## src/rtl/fifo_stream_adapter.sv

```systemverilog
// Converts a 1-cycle-latency FIFO read port into a valid/ready stream master using a small skid buffer.
// Optional feature macro FIFO_STREAM_PARITY_EN adds a registered even-parity output m_parity.
module fifo_stream_adapter #(
  parameter int DATA_WIDTH = 8,
  parameter int BUF_DEPTH  = 2
) (
  input  logic                  clk,
  input  logic                  rst,
  input  logic                  flush,
  input  logic                  fifo_empty,
  output logic                  fifo_r_en,
  input  logic [DATA_WIDTH-1:0] fifo_data,
  output logic                  m_valid,
  input  logic                  m_ready,
  output logic [DATA_WIDTH-1:0] m_data
`ifdef FIFO_STREAM_PARITY_EN
  ,
  output logic                  m_parity
`endif
);
  localparam int PW = $clog2(BUF_DEPTH);
  localparam int CW = PW + 2;

  logic [DATA_WIDTH-1:0] mem_q [BUF_DEPTH];
  logic [DATA_WIDTH-1:0] mem_d [BUF_DEPTH];
  logic [PW-1:0]         wr_ptr_q, wr_ptr_d;
  logic [PW-1:0]         rd_ptr_q, rd_ptr_d;
  logic [PW:0]           occ_q, occ_d;
  logic                  inflight_q, inflight_d;
  logic                  pop;
  logic                  capture;
  logic [CW-1:0]         credit;
`ifdef FIFO_STREAM_PARITY_EN
  logic                  par_q [BUF_DEPTH];
  logic                  par_d [BUF_DEPTH];
`endif

  assign m_valid = (occ_q != '0);
  assign m_data  = mem_q[rd_ptr_q];
`ifdef FIFO_STREAM_PARITY_EN
  assign m_parity = par_q[rd_ptr_q];
`endif

  always_comb begin
    pop     = m_valid & m_ready;
    capture = inflight_q & ~flush;
    // Entries held plus the word still on its way, less the one leaving now.
    credit    = CW'(occ_q) + CW'(inflight_q) - CW'(pop);
    fifo_r_en = rst & ~flush & ~fifo_empty & (credit < CW'(BUF_DEPTH));

    mem_d      = mem_q;
    wr_ptr_d   = wr_ptr_q;
    rd_ptr_d   = rd_ptr_q;
    occ_d      = occ_q;
    inflight_d = fifo_r_en;
`ifdef FIFO_STREAM_PARITY_EN
    par_d = par_q;
`endif

    if (flush) begin
      wr_ptr_d   = '0;
      rd_ptr_d   = '0;
      occ_d      = '0;
      inflight_d = 1'b0;
      for (int i = 0; i < BUF_DEPTH; i++) begin
        mem_d[i] = '0;
`ifdef FIFO_STREAM_PARITY_EN
        par_d[i] = 1'b0;
`endif
      end
    end else begin
      if (capture) begin
        mem_d[wr_ptr_q] = fifo_data;
`ifdef FIFO_STREAM_PARITY_EN
        par_d[wr_ptr_q] = ^fifo_data;
`endif
        wr_ptr_d = wr_ptr_q + PW'(1);
      end
      if (pop) rd_ptr_d = rd_ptr_q + PW'(1);
      occ_d = occ_q + (PW+1)'(capture) - (PW+1)'(pop);
    end
  end

  always_ff @(posedge clk or negedge rst) begin
    if (!rst) begin
      wr_ptr_q   <= '0;
      rd_ptr_q   <= '0;
      occ_q      <= '0;
      inflight_q <= 1'b0;
      for (int i = 0; i < BUF_DEPTH; i++) begin
        mem_q[i] <= '0;
`ifdef FIFO_STREAM_PARITY_EN
        par_q[i] <= 1'b0;
`endif
      end
    end else begin
      wr_ptr_q   <= wr_ptr_d;
      rd_ptr_q   <= rd_ptr_d;
      occ_q      <= occ_d;
      inflight_q <= inflight_d;
      for (int i = 0; i < BUF_DEPTH; i++) begin
        mem_q[i] <= mem_d[i];
`ifdef FIFO_STREAM_PARITY_EN
        par_q[i] <= par_d[i];
`endif
      end
    end
  end

  // The read credit check should make a capture into a full, non-draining buffer impossible.
  overflow_a: assert property (@(posedge clk) disable iff (!rst)
    !(capture && !pop && occ_q == (PW+1)'(BUF_DEPTH)));

endmodule

```

## config.mk

```make
export PLATFORM = sky130hd
export DESIGN_NAME = fifo_stream_adapter
export DESIGN_NICKNAME = d
export VERILOG_FILES = /design/src/rtl/fifo_stream_adapter.sv
export SDC_FILE = /design/constraint.sdc
export NUM_CORES = 1
export LEC_CHECK = 0
export CAP_MARGIN = 20
export CELL_PAD_IN_SITES_DETAIL_PLACEMENT = 2
export CELL_PAD_IN_SITES_GLOBAL_PLACEMENT = 2
export CORE_ASPECT_RATIO = 1.25
export CORE_MARGIN = 1
export CORE_UTILIZATION = 30
export DETAILED_ROUTE_END_ITERATION = 8
export GPL_ROUTABILITY_DRIVEN = 1
export PLACE_DENSITY = 0.75
export SYNTH_ARGS = -nofsm -noshare
export SYNTH_HDL_FRONTEND = slang
export SYNTH_SLANG_ARGS = --single-unit
```

## constraint.sdc

```tcl
create_clock -name clk -period 2.5 [get_ports clk]
set_input_delay 0.5 -clock clk [delete_from_list [all_inputs] [get_ports clk]]
set_output_delay 0.5 -clock clk [all_outputs]
set_load 0.01 [all_outputs]
```

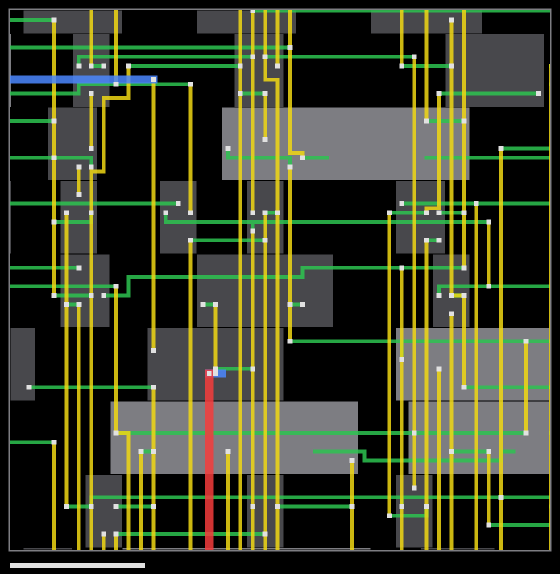
Fig. 1. Close-up of the layout.
Bar = 5 µm. Window x 17 to 37, y 38 to 58 µm. Cells in gray, sequential cells in the stronger gray; small squares are vias.
- green: met1
- blue: met3
- red: met4
- yellow: met2
- cells with their middle in the window: 19
- most frequent: nand2_1 (8), dfrtp_1 (4)
- sequential cells in the window: 4
- netlist names of flops here include: mem_q (4)

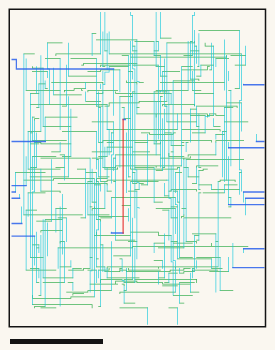
Fig. 2. Signal wires by layer.
Bar = 20 µm.
- blue: met3 (wire length 86.5 µm)
- red: met4 (wire length 24.5 µm)
- green: met1 (wire length 1240 µm)
- cyan: met2 (wire length 1850 µm)
Routed WL per cell: 17.7 µm
Tot GR Track Use: 19.2%

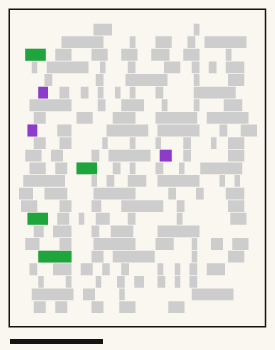
Fig. 3. Selected gate families.
Bar = 20 µm.
- purple: AND and OR gates (cells 3)
- green: adder and majority cells (cells 4; most used ha_1)
final cell count without fillers: 181
most common logic cell in the routed design: nand2_1

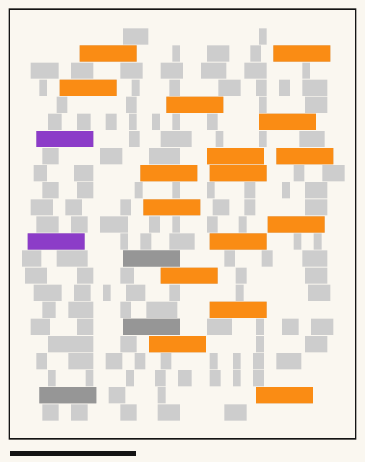
Fig. 4. Sequential cells colored by netlist name.
Bar = 20 µm.
- orange: mem_q (sequential cells 16)
- purple: occ_q (sequential cells 2)
- not colored: 3
Flop area: 526 µm²
P_seq: 436 µW
final core utilization: 44.1%
Seq area share: 36.3%

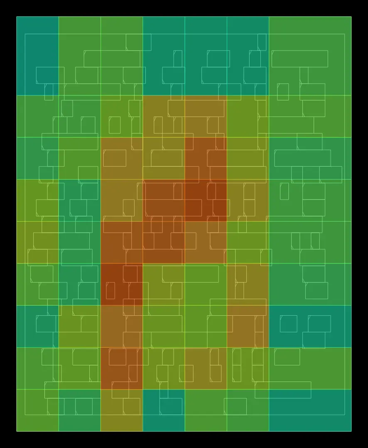
Fig. 5. Track usage over the die.
met3 GRT Util: 2.44%
busiest grt layer: met2

==> metrics.cfg <==
[place]
hpwlAfterDp_um = 2150
dp_slack_ns = -0.758
place.port_buffers = 22
place_area_um2 = 1340
gp_congestion = 0.716
placed_cells_incl_taps = 170

[setup_path]
crit_path_max_fanout = 2
startpoint_type = flop
cp.arrival_ns = 2.13
timing_worst_setup_path_type = reg2out
end_kind = output pin
critPathRequiredTime_ns = 2.00

[sta]
fin_crit_sh_pct = 105
worst_pin_slew_ns = 0.464
fmax_mhz = 380
slew_viol_final = 0
finalWorstSetupSlack_ns = -0.134
hold_viol_final = 0
min_period_ns = 2.63
holdWs_ns = 0.532
rsz0062_at_grt = true
maxSlewHeadroom_pct = 69.1
setup_tns_ns = -0.134
setup_viol = 1
clock_skew_ns = 0.00167

[job]
max_cap_viol_count = 0
tool_warnings = 28

[yosys]
ys_chip_area_um2 = 1050
synth.avg_cell_area_um2 = 9.54
ys_types = 22
synthesis.instances = 110
yosys_cells = 110
syn_area_um2 = 1050
fp_nets = 127
synth_seq_share_pct = 50.1
ys.flops = 21
ys.warnings.count = 0

[finish]
n_antenna_cell = 0
finalNetCount = 162
fillers = 376
layout-drive-gt1-share_pct = 21.5
logic_area_um2 = 490
lay_top_cells = 26 x nand2_1, 21 x dfrtp_1, 20 x clkdlybuf4s50_1, 17 x a21oi_1, 14 x buf_4
final_cell_area_um2 = 1450
area_growth_pct = 37.8

[status]
outcome = complete, but fails checks
violations = negative setup slack

[floorplan]
fp_util_pct = 32.0
core-area_um2 = 3280
dieWidth_um = 54.9
fp.dieH_um = 68.1
ios = 23
rows = 23
die-area_um2 = 3740

[pwr]
peakVddDrop_mv = 0.408
p_total_mw = 1.14
powerDensity_nw_per_um2 = 788
static-leakage-power_nw = 0.653

[grt]
grt_max_degree = 22
gr-total-overflow = 0
grt_pass1_wl_um = 4880
first_global_vias = 974
antenna_found_initial = 0

[cts]
ctsHoldBuffers = 0
insertion_delay_ns = 0.26
clock_path_buffers = 2
clock-sinks = 21
clock_tree.root_cell = clkbuf_8
htreeDepth = 1
cts_tree = done
clk_pin_slew_ns = 0.08
cts_buffers = 3

[drt]
wirelength_um = 3200
drc = 0
dr.first_iter.drc_count = 16
dr.pass1.iters = 4
via_count = 930
viasPerCell = 5.14
ant_nets = 0

[hold_path]
hold_class = reg2reg

final cells by class:
cell class	instances	share of cell area, %
clock buffer	3	2.85
clock inverter	1	0.346
inverter	2	0.519
multi-input combinational	80	33.9
sequential	21	36.3
tap	37	3.20
timing repair buffer	37	22.8
final timing paths:
| check | slack (ns) | endpoint | cells after the start | from |
|---|---|---|---|---|
| max in group asynchronous | 1.60 | mem_q[12] | 2 | rst |
| min in group asynchronous | 0.67 | mem_q[2] | 2 | rst |
| min reg2reg | 0.53 | mem_q[2] | 2 | mem_q[2] |
| min | 0.53 | mem_q[2] | 2 | mem_q[2] |
| max | -0.13 | fifo_r_en | 7 | occ_q[1] |
| max reg2reg | 0.01 | inflight_q | 12 | occ_q[1] |
per-layer routing:
| metal | up-vias | routed length (µm) | track usage, % |
|---|---|---|---|
| met5 | - | 0 | 0 |
| met4 | 0 | 24 | 5.63 |
| met3 | 2 | 86 | 2.44 |
| met2 | 17 | 1850 | 36.3 |
| met1 | 475 | 1240 | 21.5 |
| li1 | 436 | - | - |
synth_stat cells:
library cell  instances  share of area [%]
nand2_1              26                9.3
dfrtp_1              21                 50
a21oi_1              17                8.1
mux2_2                8                8.6
nand3_1               8                3.8
buf_2                 5                2.4
nor2_1                4                1.4
ha_1                  3                3.6
nand2b_1              3                1.8
inv_1                 2               0.72
xor2_1                2                1.7
and2_1                1               0.60
and2b_1               1               0.72
buf_4                 1               0.72
clkbuf_1              1               0.36
fa_1                  1                1.9
nand4bb_1             1                1.1
nor2b_1               1               0.60
nor3_1                1               0.48
o21a_1                1               0.72
or2_2                 1               0.60
xnor2_1               1               0.83
cells by family (layout without fill, tap and decap cells):
group | after synthesis | count (layout) | synth area share [%]
DFF | 21 | 21 | 50.1
xor gates and xnor gates | 3 | 3 | 2.50
buffers and inverters | 9 | 43 | 4.17
and+or+nand+nor | 47 | 47 | 20.4
AOI/OAI and AO/OA | 18 | 18 | 8.82
muxes | 8 | 8 | 8.58
adders and majority gates | 4 | 4 | 5.48
state kept, by name (all words and copies together), names as in the netlist:
register,count
occ_q,2
wr_ptr_q,1
mem_q,16
inflight_q,1
rd_ptr_q,1
power breakdown:
part | total (mW) | switching (mW) | internal, mW
clock | 0.232 | 0.121 | 0.111
sequential | 0.436 | 0.0542 | 0.382
combinational | 0.472 | 0.220 | 0.253
total | 1.14 | 0.395 | 0.745
critical path, cell delays in order (launching register included):
cell,delay [ns]
dfrtp_1,0.39
o21a_1,0.21
ha_1,0.28
nand2b_4,0.14
fa_1,0.47
nand4bb_1,0.12
nor2_1,0.12
buf_2,0.13
repair_timing:
item | 4_1_cts | 5_1_grt
setup buffers | 6 | 1
pin swaps | 5 | 4
endpoints found under the setup margin | 1 | 2
resized | 8 | 0
Power figures rest on the tool's default switching activity, not on a simulated workload.
